**src/rtl/bch_byte_serializer.sv**
```systemverilog
// Byte-wide valid/ready input turned into an MSB-first serial bit stream,
// framed into K-bit BCH message blocks with zero padding after the last word.
module bch_byte_serializer #(
  parameter int unsigned K = 51,
  parameter int unsigned W = 8
) (
  input  logic         clk,
  input  logic         rst,
  input  logic [W-1:0] in_data,
  input  logic         in_valid,
  input  logic         in_last,
  output logic         in_ready,
  output logic         out_bit,
  output logic         out_valid,
  input  logic         out_ready,
  output logic         out_sof,
  output logic         out_eob,
  output logic         out_last,
  output logic [5:0]   pad_cnt
);

  localparam int unsigned PW  = $clog2(K);
  localparam int unsigned BLW = $clog2(W + 1);
  localparam int unsigned IW  = (W > 1) ? $clog2(W) : 1;
  localparam int unsigned CW  = 6;

  typedef enum logic [1:0] {
    IDLE = 2'd0,
    DATA = 2'd1,
    PAD  = 2'd2
  } state_t;

  state_t           state_q, state_d;
  logic [W-1:0]     sreg_q, sreg_d;
  logic [BLW-1:0]   bits_left_q, bits_left_d;
  logic [PW-1:0]    pos_q, pos_d;
  logic             last_flag_q, last_flag_d;
  logic [CW-1:0]    pad_cnt_q, pad_cnt_d;

  logic             in_ready_int;
  logic             out_valid_int;
  logic             out_bit_int;
  logic             last_block_bit;
  logic             word_end;
  logic             pos_end;
  logic [PW-1:0]    pos_inc;
  logic [IW-1:0]    bit_idx;

  // State register
  always_ff @(posedge clk) begin
    if (rst) begin
      state_q     <= IDLE;
      sreg_q      <= '0;
      bits_left_q <= '0;
      pos_q       <= '0;
      last_flag_q <= 1'b0;
      pad_cnt_q   <= '0;
    end else begin
      state_q     <= state_d;
      sreg_q      <= sreg_d;
      bits_left_q <= bits_left_d;
      pos_q       <= pos_d;
      last_flag_q <= last_flag_d;
      pad_cnt_q   <= pad_cnt_d;
    end
  end

  // Next-state and handshake logic
  always_comb begin
    state_d        = state_q;
    sreg_d         = sreg_q;
    bits_left_d    = bits_left_q;
    pos_d          = pos_q;
    last_flag_d    = last_flag_q;
    pad_cnt_d      = pad_cnt_q;
    in_ready_int   = 1'b0;
    out_valid_int  = 1'b0;
    out_bit_int    = 1'b0;
    last_block_bit = 1'b0;

    word_end = (bits_left_q == BLW'(1));
    pos_end  = (pos_q == PW'(K - 1));
    pos_inc  = pos_end ? '0 : pos_q + PW'(1);
    bit_idx  = IW'(bits_left_q - BLW'(1));

    case (state_q)
      IDLE: begin
        in_ready_int = 1'b1;
        if (in_valid) begin
          sreg_d      = in_data;
          bits_left_d = BLW'(W);
          last_flag_d = in_last;
          state_d     = DATA;
        end
      end

      DATA: begin
        out_valid_int  = 1'b1;
        out_bit_int    = sreg_q[bit_idx];
        // Zero-bubble reload: accept the next word as the current one drains
        in_ready_int   = word_end & out_ready & ~last_flag_q;
        last_block_bit = last_flag_q & word_end;
        if (out_ready) begin
          pos_d       = pos_inc;
          bits_left_d = bits_left_q - BLW'(1);
          if (word_end) begin
            if (!last_flag_q) begin
              if (in_valid) begin
                sreg_d      = in_data;
                bits_left_d = BLW'(W);
                last_flag_d = in_last;
              end else begin
                state_d = IDLE;
              end
            end else begin
              pad_cnt_d = CW'(K - 1) - CW'(pos_q);
              state_d   = pos_end ? IDLE : PAD;
            end
          end
        end
      end

      PAD: begin
        out_valid_int  = 1'b1;
        last_block_bit = 1'b1;
        if (out_ready) begin
          pos_d = pos_inc;
          if (pos_end) begin
            state_d = IDLE;
          end
        end
      end

      default: begin
        state_d = IDLE;
      end
    endcase
  end

  // Outputs forced low while reset is asserted
  assign in_ready  = ~rst & in_ready_int;
  assign out_valid = ~rst & out_valid_int;
  assign out_bit   = out_valid & out_bit_int;
  assign out_sof   = out_valid & (pos_q == '0);
  assign out_eob   = out_valid & pos_end;
  assign out_last  = out_eob & last_block_bit;
  assign pad_cnt   = pad_cnt_q;

endmodule
```
**config.mk**
```make
export PLATFORM = sky130hd
export DESIGN_NAME = bch_byte_serializer
export DESIGN_NICKNAME = d
export VERILOG_FILES = /design/src/rtl/bch_byte_serializer.sv
export SDC_FILE = /design/constraint.sdc
export NUM_CORES = 1
export LEC_CHECK = 0
export ABC_CLOCK_PERIOD_IN_PS = 4500
export CAP_MARGIN = 40
export CORE_MARGIN = 4
export CORE_UTILIZATION = 30
export CTS_BUF_LIST = sky130_fd_sc_hd__clkbuf_8
export DETAILED_ROUTE_END_ITERATION = 10
export DONT_BUFFER_PORTS = 1
export GPL_TIMING_DRIVEN = 0
export PLACE_DENSITY_LB_ADDON = 0.15
export SYNTH_ARGS = -nofsm -noshare
export SYNTH_HDL_FRONTEND = slang
export SYNTH_SLANG_ARGS = --single-unit
export TNS_END_PERCENT = 10
```
**constraint.sdc**
```tcl
create_clock -name clk -period 4.5 [get_ports clk]
set_clock_uncertainty 0.1 [all_clocks]
set_input_delay 0.45 -clock clk [delete_from_list [all_inputs] [get_ports clk]]
set_output_delay 0.45 -clock clk [all_outputs]
set_load 0.01 [all_outputs]
```
==> run_1/congestion_map.png <==
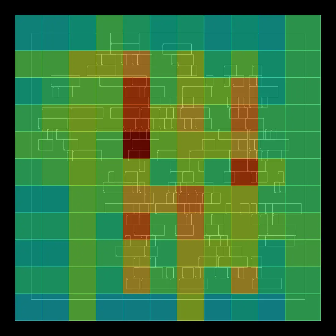
fraction of met1 tracks used by global routing: 0.157
layer with the highest usage: met2
routing usage on met2: 0.176
final standard cell utilization of the core: 0.337
WL/cell: 14.1 µm

==> run_1/ff_map.png <==
(4 px per µm) Other sequential cells in the stronger gray, the rest of the logic in the fainter gray.
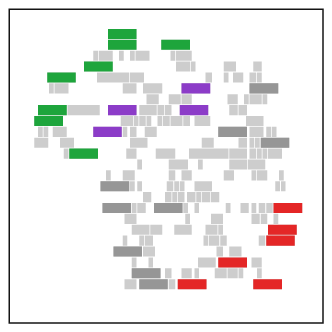
Key: purple = bits_left_q [flops 4]; green = sreg_q [flops 8, where north-west]; red = pad_cnt [flops 6, where south-east]
register fraction of the total cell area: 0.337
power drawn by the sequential cells: 0.316 mW
Register Area: 541 µm²

==> run_1/closeup.png <==
Window x 27 to 52, y 27 to 52 µm. Cells in gray, sequential cells in the stronger gray; small squares are vias.
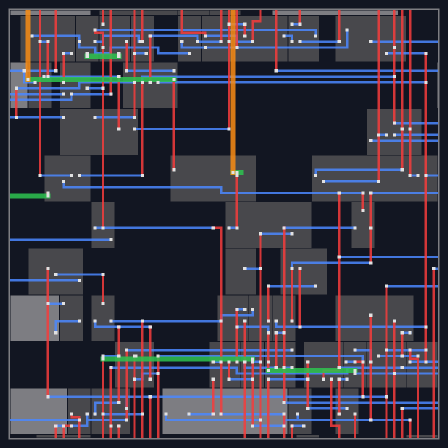
Key: red = M2; green = M3; blue = M1; orange = M4
Sequential cells in the window: 1. Most frequent: nand2_1 (7), inv_1 (3), nand4_1 (3). Netlist names of flops here include pos_q (1). 42 logic cells have their middle in the window.

==> flow_metrics.py, run 1 <==
# Generated from Yosys and OpenROAD reports
metrics = {
    "logic_synthesis": {
        "synth.top_cells.by_area": "dfxtp_1 (37%), ha_1 (8.5%), mux2i_1 (7.5%), nor2_1 (5.4%), nand2_1 (4.8%)",
        "enable_flop_cells": 0,
        "netlist.top_cell.by_area": "dfxtp_1",
        "synth.cellmix.compoundShare": 0.0926,
        "synth-simple-area-share": 0.223,
        "postSynthSeqShare": 0.367,
        "async_reset_ff_frac": 0,
        "synthCells": 165,
        "dominantRegCellSynth": "dfxtp_1",
        "synth.avg_cell_area_um2": 8.93,
        "adder_share": 0.0850,
        "synthesis.area_mm2": 0.00147,
        "synth_cell_type_count": 39,
        "synth.cellmix.xorXnorShare": 0.0714,
        "synth.net_count": 188,
        "yosys_register_bits": 27,
        "ys_top_cells_by_count": "dfxtp_1 (27), nor2_1 (21), nand2_1 (19), mux2i_1 (11), ha_1 (10)",
        "total_number_of_yosys_warnings": 0,
        "top_logic_kind": "simple AND/OR/NAND/NOR gates",
        "ys_chip_area_mm2": 0.00147,
    },
    "setup_path": {
        "setup.worst_path.start": "bits_left_q[0]",
        "crit-reg2reg-capture": "sreg_q[2]",
        "crit_type": "reg -> out",
        "worst-path-stages": 5,
        "ff2ff_setup_slack_ps": 2680,
        "cpLargestDelayFamily": "flip-flops",
        "worst_setup_path_endpoint": "out_bit",
        "list_of_cells_traversed_by_the_critical_path": "inv_1, ha_1, mux4_2, mux2i_1, nor3b_1",
        "regToRegStartpoint": "bits_left_q[0]",
        "critical_path_arrival_ps": 1950,
        "cp_data_required_time_ps": 3950,
        "reg2regPathDepth": 6,
        "worst-path-max-fanout": 5,
    },
    "routing": {
        "highest-signal-layer": "met4",
        "met3_wirelength_um": 215,
        "drt-total-wl_um": 3330,
        "met2_routed_length_um": 1460,
        "met1Wirelength_um": 1620,
        "first_pass_iters": 4,
        "remaining_drc_errors": 0,
    },
    "placed_design": {
        "placed_cells_incl_taps": 232,
        "gp_weighted_congestion": 0.810,
        "place.port_buffers": 0,
        "dp.final_hpwl_um": 2520,
        "placement_stage_cell_area_mm2": 0.00156,
    },
    "die": {
        "fp_util": 0.310,
        "row_count": 25,
        "floorplan.tapcells": 67,
        "core_area_mm2": 0.00475,
        "boundaryPins": 25,
    },
    "clock_network": {
        "numClockSinks": 27,
        "htreeDepth": 1,
        "cts_root_buffer": "clkbuf_8",
        "cts_inserted_buffers": 3,
        "cts-root-to-sink-buffers": 2,
        "cts_setup_buffers": 0,
        "clkSlewWorstSetupHoldPaths_ps": 100,
        "tritoncts": "built",
        "cts-resized-gates": 0,
        "insertion_delay_late_pin_ps": 270,
    },
    "global_route": {
        "groute.layer.met3.usage": 0.0356,
        "grt_start_max_net_pins": 16,
        "grt_pass1_vias": 1137,
        "grt_antenna_before_repair": 0,
    },
    "job": {
        "stage_log_warning_count": 33,
        "drv.max_cap_violation_count": 0,
    },
    "worst_hold_path": {
        "worstHoldPathType": "in -> reg",
        "timing.hold.worst.start": "in_data[5]",
        "worstHoldPathCells": 2,
    },
    "pwr": {
        "worst_ir_drop_vdd_uv": 189,
        "total_switching_power_mw": 0.269,
        "power_clock_mw": 0.142,
        "comb_power_mw": 0.292,
        "comb_power_share": 0.390,
        "total_leakage_power_nw": 0.605,
        "top_power_group": "registers",
        "switching_power_as_a_share_of_total_power": 0.359,
        "share_seq_of_total_power": 0.421,
        "design_power_total_mw": 0.750,
        "power.share.clock": 0.189,
    },
    "final_layout": {
        "sequential_cells": 27,
        "largest_reg_flops": 8,
        "area_used_by_multi_input_combinational_logic_um2": 861,
        "clockBufferCount": 3,
        "num-nonclk-buffers": 8,
        "non_filler_instance_count_after_layout": 236,
        "layout.nets": 193,
        "comb_area_share": 0.537,
        "clock_cell_area_share": 0.0289,
        "layout.cells.most_common": "dfxtp_1",
        "area_dominant_class": "logic gates",
        "nNonClkInverters": 8,
        "final_layout_size_suffix_gt1_frac": 0.0888,
        "antenna-diode-count": 0,
        "final_layout_top_logic_cells": "dfxtp_1 (27), nor2_1 (21), nand2_1 (19)",
        "fillerInstances": 510,
    },
    "final_timing": {
        "fin_setup_tns_ps": 0,
        "final.period_utilization": 0.554,
        "tightest_slew_ps": 637,
        "fmax_ghz": 0.401,
        "setup_slack_of_the_critical_path_after_layout_ps": 2000,
        "slew-limit-headroom": 0.572,
        "unrepaired_setup_endpoints_after_global_routing": "no",
    },
    "run_status": {
        "outcome": "complete, no violations",
    },
}
==> run 2: changes to the inputs <==
- ABC_CLOCK_PERIOD_IN_PS: 4500 -> 2600
- clock period: 4.5 -> 2.6 ns (I/O delays scaled with it)
==> run_2/sizing.png <==
(6 px per µm)
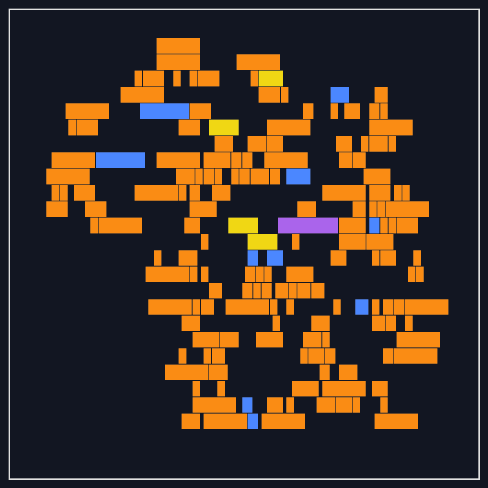
Key: yellow = x6 and larger [cells 4, share 2.4%, most used clkbuf_8]; orange = x1 and smaller [cells 154, share 91%, most used dfxtp_1]; purple = x3 and x4 [cells 1, share 0.59%, most used nand4bb_4]; blue = x2 [cells 10, share 5.9%, most used buf_2]

==> run_2/ff_map.png <==
(4 px per µm) Other sequential cells in the stronger gray, the rest of the logic in the fainter gray.
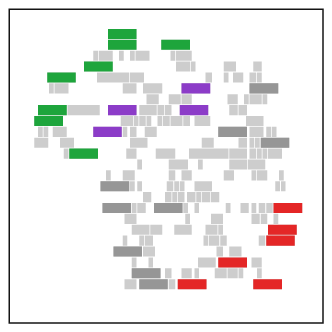
Key: purple = bits_left_q [flops 4]; red = pad_cnt [flops 6, where south-east]; green = sreg_q [flops 8, where north-west]
Another 9 sequential cells are not colored.

==> run_2/m2.png <==
(4 px per µm)
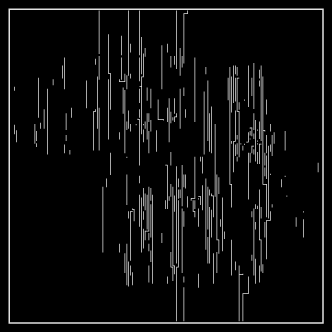
The layer carries 1460 µm of wire. 153 nets have wire on it. The longest straight run is 29.2 µm.
via count: 1162
total detailed-routing wirelength: 3330 µm

==> run 2 against run 1 <==
Total power increased by 73%. Synthesized area did not move. Synthesized cell count unchanged. Via count stayed put. Worst setup slack got worse by 1700 ps. Routed wire length stayed put. Sequential share of layout area is the same. Global-route usage did not move. Non-clock buffer count stayed put. Critical path depth unchanged. First-iteration DRC count unchanged. Largest power group unchanged.
==> flow_metrics.py, run 2 <==
# Generated from Yosys and OpenROAD reports
metrics = {
    "clock_network": {
        "htreeDepth": 1,
        "cts_root_buffer": "clkbuf_8",
        "cts_inserted_buffers": 3,
        "numClockSinks": 27,
        "cts-resized-gates": 0,
        "cts-root-to-sink-buffers": 2,
        "tritoncts": "built",
        "cts_setup_buffers": 0,
    },
    "routing": {
        "first_pass_iters": 4,
        "met2_routed_length_um": 1460,
        "met3_wirelength_um": 215,
        "remaining_drc_errors": 0,
        "avgRoutedWirePerCell_um": 14.1,
    },
    "final_layout": {
        "antenna-diode-count": 0,
        "final_layout_size_suffix_gt1_frac": 0.0888,
        "layout.nets": 193,
        "seqAreaFraction": 0.337,
        "nNonClkInverters": 8,
        "largest_reg_flops": 8,
        "final_layout_top_logic_cells": "dfxtp_1 (27), nor2_1 (21), nand2_1 (19)",
        "non_filler_instance_count_after_layout": 236,
        "final_core_utilization": 0.337,
        "sequential_cells": 27,
        "clock_cell_area_share": 0.0289,
        "comb_area_share": 0.537,
    },
    "setup_path": {
        "regToRegStartpoint": "bits_left_q[0]",
        "cp_data_required_time_ps": 2240,
        "worst-path-stages": 5,
        "cpLargestDelayFamily": "flip-flops",
        "worst-path-max-fanout": 5,
        "list_of_cells_traversed_by_the_critical_path": "inv_1, ha_1, mux4_2, mux2i_1, nor3b_1",
        "reg2regPathDepth": 6,
        "crit_type": "reg -> out",
        "setup.worst_path.start": "bits_left_q[0]",
    },
    "logic_synthesis": {
        "synthCells": 165,
        "synth.cellmix.xorXnorShare": 0.0714,
        "yosys_register_bits": 27,
        "synth.net_count": 188,
        "postSynthSeqShare": 0.367,
        "enable_flop_cells": 0,
        "netlist.top_cell.by_area": "dfxtp_1",
        "adder_share": 0.0850,
        "synth-simple-area-share": 0.223,
        "dominantRegCellSynth": "dfxtp_1",
        "synth.avg_cell_area_um2": 8.93,
        "synth.cellmix.compoundShare": 0.0926,
    },
    "worst_hold_path": {
        "timing.hold.worst.start": "in_data[5]",
        "worstHoldPathCells": 2,
    },
    "final_timing": {
        "fmax_ghz": 0.434,
        "fin_setup_tns_ps": 0,
        "setup_slack_of_the_critical_path_after_layout_ps": 295,
        "slew-limit-headroom": 0.572,
    },
    "pwr": {
        "comb_power_share": 0.390,
        "design_power_total_mw": 1.30,
        "total_leakage_power_nw": 0.605,
        "power.share.clock": 0.189,
        "total_switching_power_mw": 0.466,
        "switching_power_as_a_share_of_total_power": 0.359,
    },
    "placed_design": {
        "placed_cells_incl_taps": 232,
        "placement_stage_cell_area_mm2": 0.00156,
    },
    "global_route": {
        "global_route.peak_usage_layer": "met2",
        "grt_start_max_net_pins": 16,
        "grtUsageMet2": 0.176,
        "groute.layer.met3.usage": 0.0356,
        "met1_usage": 0.157,
        "grt_antenna_before_repair": 0,
    },
    "run_status": {
        "outcome": "complete, no violations",
    },
    "die": {
        "row_count": 25,
        "core_area_mm2": 0.00475,
    },
}
==> run 3: changes to the inputs <==
- ABC_AREA: unset -> 1
==> run_3/sizing.png <==
(6 px per µm)
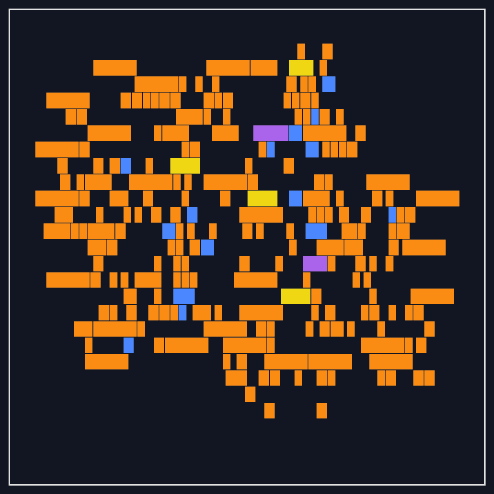
Key: orange = x1 and smaller [cells 200, share 90%, most used nand2_1]; yellow = x6 and larger [cells 4, share 1.8%, most used clkbuf_8]; purple = x3 and x4 [cells 2, share 0.90%]; blue = x2 [cells 15, share 6.8%]
area added between synthesis and finish: 9.51%
fin area: 0.00166 mm²
Buffers excl. clock: 6
setup slack of the critical path after layout: 316 ps

==> run_3/m2.png <==
(4 px per µm)
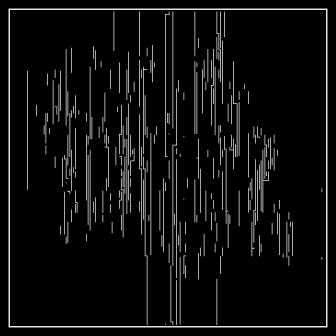
The layer holds 45% of the routed length. The longest straight run is 35.5 µm. The wires run mostly vertical. The layer carries 1650 µm of wire.
via count: 1301
total detailed-routing wirelength: 3630 µm

==> run_3/closeup.png <==
Window x 27 to 52, y 27 to 52 µm. Cells in gray, sequential cells in the stronger gray; small squares are vias.
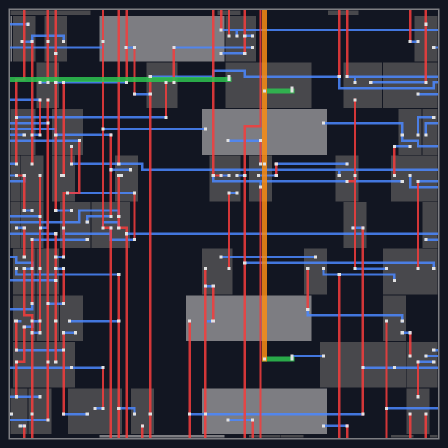
Key: orange = M4; blue = M1; green = M3; red = M2
Netlist names of flops here include sreg_q (2). Most frequent: nand2_1 (12), inv_1 (7). 45 logic cells have their middle in the window. Sequential cells in the window: 4.

==> run 3 against run 2 <==
Via count grew 12%. Routed wire length grew 8.9%. Critical path depth grew 3. Worst hold slack gained 9.1 ps. Final area grew 3.4%. Synthesized area grew 2.7%. Sequential cell count is the same. Core utilization grew 0.68 points. Critical path type unchanged. Critical endpoint is now out_last.
==> flow_metrics.py, run 3 <==
# Generated from Yosys and OpenROAD reports
metrics = {
    "clock_network": {
        "cts_inserted_buffers": 3,
        "cts_setup_buffers": 0,
        "cts_root_buffer": "clkbuf_8",
        "tritoncts": "built",
        "cts-resized-gates": 0,
        "cts-root-to-sink-buffers": 2,
        "cts_stage_hold_buffer_count": 1,
        "numClockSinks": 27,
        "clkSlewWorstSetupHoldPaths_ps": 90,
        "htreeDepth": 1,
        "insertion_delay_late_pin_ps": 280,
    },
    "setup_path": {
        "crit-reg2reg-capture": "sreg_q[3]",
        "ff2ff_setup_slack_ps": 740,
        "worst_setup_path_endpoint": "out_last",
        "list_of_cells_traversed_by_the_critical_path": "inv_1, ha_1, inv_1, nor2_2, nand2_1, nor2_2, o21ai_0, inv_1",
        "crit_type": "reg -> out",
        "worst-path-stages": 8,
        "setup.worst_path.start": "state_q[0]",
        "regToRegStartpoint": "state_q[1]",
        "cpLargestDelayFamily": "simple AND/OR/NAND/NOR gates",
        "critical_path_arrival_ps": 1920,
        "max_stage_delay_ps": 370,
        "worstSetupStartpointType": "flip-flop",
        "worst-path-max-fanout": 4,
        "critical_path.n_buffers_inverters": 3,
        "cp_data_required_time_ps": 2240,
        "reg2regPathDepth": 9,
        "critPathSlowestCell": "dfxtp_1",
        "worstSetupEndpointType": "output pin",
        "path_common_cell": "inv_1",
    },
    "logic_synthesis": {
        "synth_top_area_share": 0.357,
        "synth.avg_cell_area_um2": 7.00,
        "postSynthSeqShare": 0.357,
        "synth_cell_type_count": 26,
        "synth.cellmix.xorXnorShare": 0.0347,
        "ys_chip_area_mm2": 0.00151,
        "ys_top_cells_by_count": "nand2_1 (49), dfxtp_1 (27), a21oi_1 (25), inv_1 (21), nand3_1 (21)",
        "netlist.top_cell.by_instances": "nand2_1",
        "dominantRegCellSynth": "dfxtp_1",
        "enable_flop_cells": 0,
        "top_logic_kind": "simple AND/OR/NAND/NOR gates",
        "total_number_of_yosys_warnings": 0,
        "synth-simple-area-share": 0.310,
        "synthesis.area_mm2": 0.00151,
        "yosysCellCount": 216,
        "netlist.top_cell.by_area": "dfxtp_1",
        "async_reset_ff_frac": 0,
        "adder_share": 0.0827,
        "synth.cellmix.compoundShare": 0.133,
        "yosys_register_bits": 27,
        "synth.top_cells.by_area": "dfxtp_1 (36%), nand2_1 (12%), a21oi_1 (8.3%), ha_1 (8.3%), nand3_1 (6.9%)",
        "synthCells": 216,
        "synth.net_count": 239,
    },
    "routing": {
        "highest-signal-layer": "met4",
        "drtIter0Drc": 57,
        "met2_routed_length_um": 1650,
        "avgRoutedWirePerCell_um": 12.6,
        "remaining_drc_errors": 0,
        "route.detailed.vias_per_inst": 4.52,
        "ant_nets": 0,
        "first_pass_iters": 4,
        "met3_wirelength_um": 180,
        "met1Wirelength_um": 1760,
    },
    "pwr": {
        "total_switching_power_mw": 0.747,
        "worst_ir_drop_vdd_uv": 306,
        "top_power_group": "combinational cells",
        "share_seq_of_total_power": 0.354,
        "comb_power_mw": 0.821,
        "design_power_total_mw": 1.65,
        "power.share.clock": 0.147,
        "switching_power_as_a_share_of_total_power": 0.453,
        "total_leakage_power_nw": 0.682,
        "seq-power_mw": 0.584,
        "internal_power_mw": 0.900,
        "power_clock_mw": 0.243,
        "comb_power_share": 0.498,
    },
    "placed_design": {
        "placed_cells_incl_taps": 283,
        "place.port_buffers": 0,
        "gp_weighted_congestion": 0.815,
        "placement.setup.worst_slack_ps": 358,
        "dp.final_hpwl_um": 2780,
        "placement_stage_cell_area_mm2": 0.00160,
    },
    "global_route": {
        "grt_pass1_vias": 1335,
        "grt_start_max_net_pins": 15,
        "globalRouteOverflowTotal": 0,
        "global_route.peak_usage_layer": "met2",
        "grtUsageMet2": 0.210,
        "grt_antenna_before_repair": 0,
        "met1_usage": 0.159,
        "global_route_wire_length_before_repair_um": 6330,
        "globalRouteTotalUtil": 0.129,
        "groute.layer.met3.usage": 0.0431,
    },
    "final_timing": {
        "final.period_utilization": 0.878,
        "unrepaired_setup_endpoints_after_global_routing": "no",
        "timing.final.setup_violations": 0,
        "tightest_slew_ps": 502,
        "slew-limit-headroom": 0.665,
        "hold_viol_final": 0,
        "fmax_ghz": 0.438,
        "timing_max_transition_violations_final": 0,
        "fin_setup_tns_ps": 0,
    },
    "die": {
        "floorplan.tapcells": 67,
        "boundaryPins": 25,
        "fp_util": 0.314,
        "core_area_mm2": 0.00482,
        "design.die.area_mm2": 0.00624,
        "row_count": 25,
    },
    "final_layout": {
        "final_layout_size_suffix_gt1_frac": 0.0950,
        "top_register": "sreg_q",
        "non_filler_instance_count_after_layout": 288,
        "register_area_um2": 541,
        "largest_reg_flops": 8,
        "clockBufferCount": 3,
        "layout.nets": 245,
        "layout.cells.most_common": "nand2_1",
        "comb_area_share": 0.515,
        "area_used_by_multi_input_combinational_logic_um2": 853,
        "buffering_overhead": 0.0242,
        "seqAreaFraction": 0.326,
        "sequential_cells": 27,
        "nNonClkInverters": 25,
        "fillerInstances": 558,
        "area_dominant_class": "logic gates",
        "clock_cell_area_share": 0.0272,
        "final_core_utilization": 0.344,
        "final_layout_top_logic_cells": "nand2_1 (49), dfxtp_1 (27), a21oi_1 (25)",
        "antenna-diode-count": 0,
    },
    "worst_hold_path": {
        "worstHoldPathType": "in -> reg",
        "worstHoldPathCells": 2,
        "timing.hold.worst.start": "in_data[2]",
    },
    "job": {
        "drv.max_cap_violation_count": 0,
        "stage_log_warning_count": 33,
    },
    "run_status": {
        "outcome": "complete, no violations",
    },
}
No activity file was given, so power comes from the tool's default toggle rates.
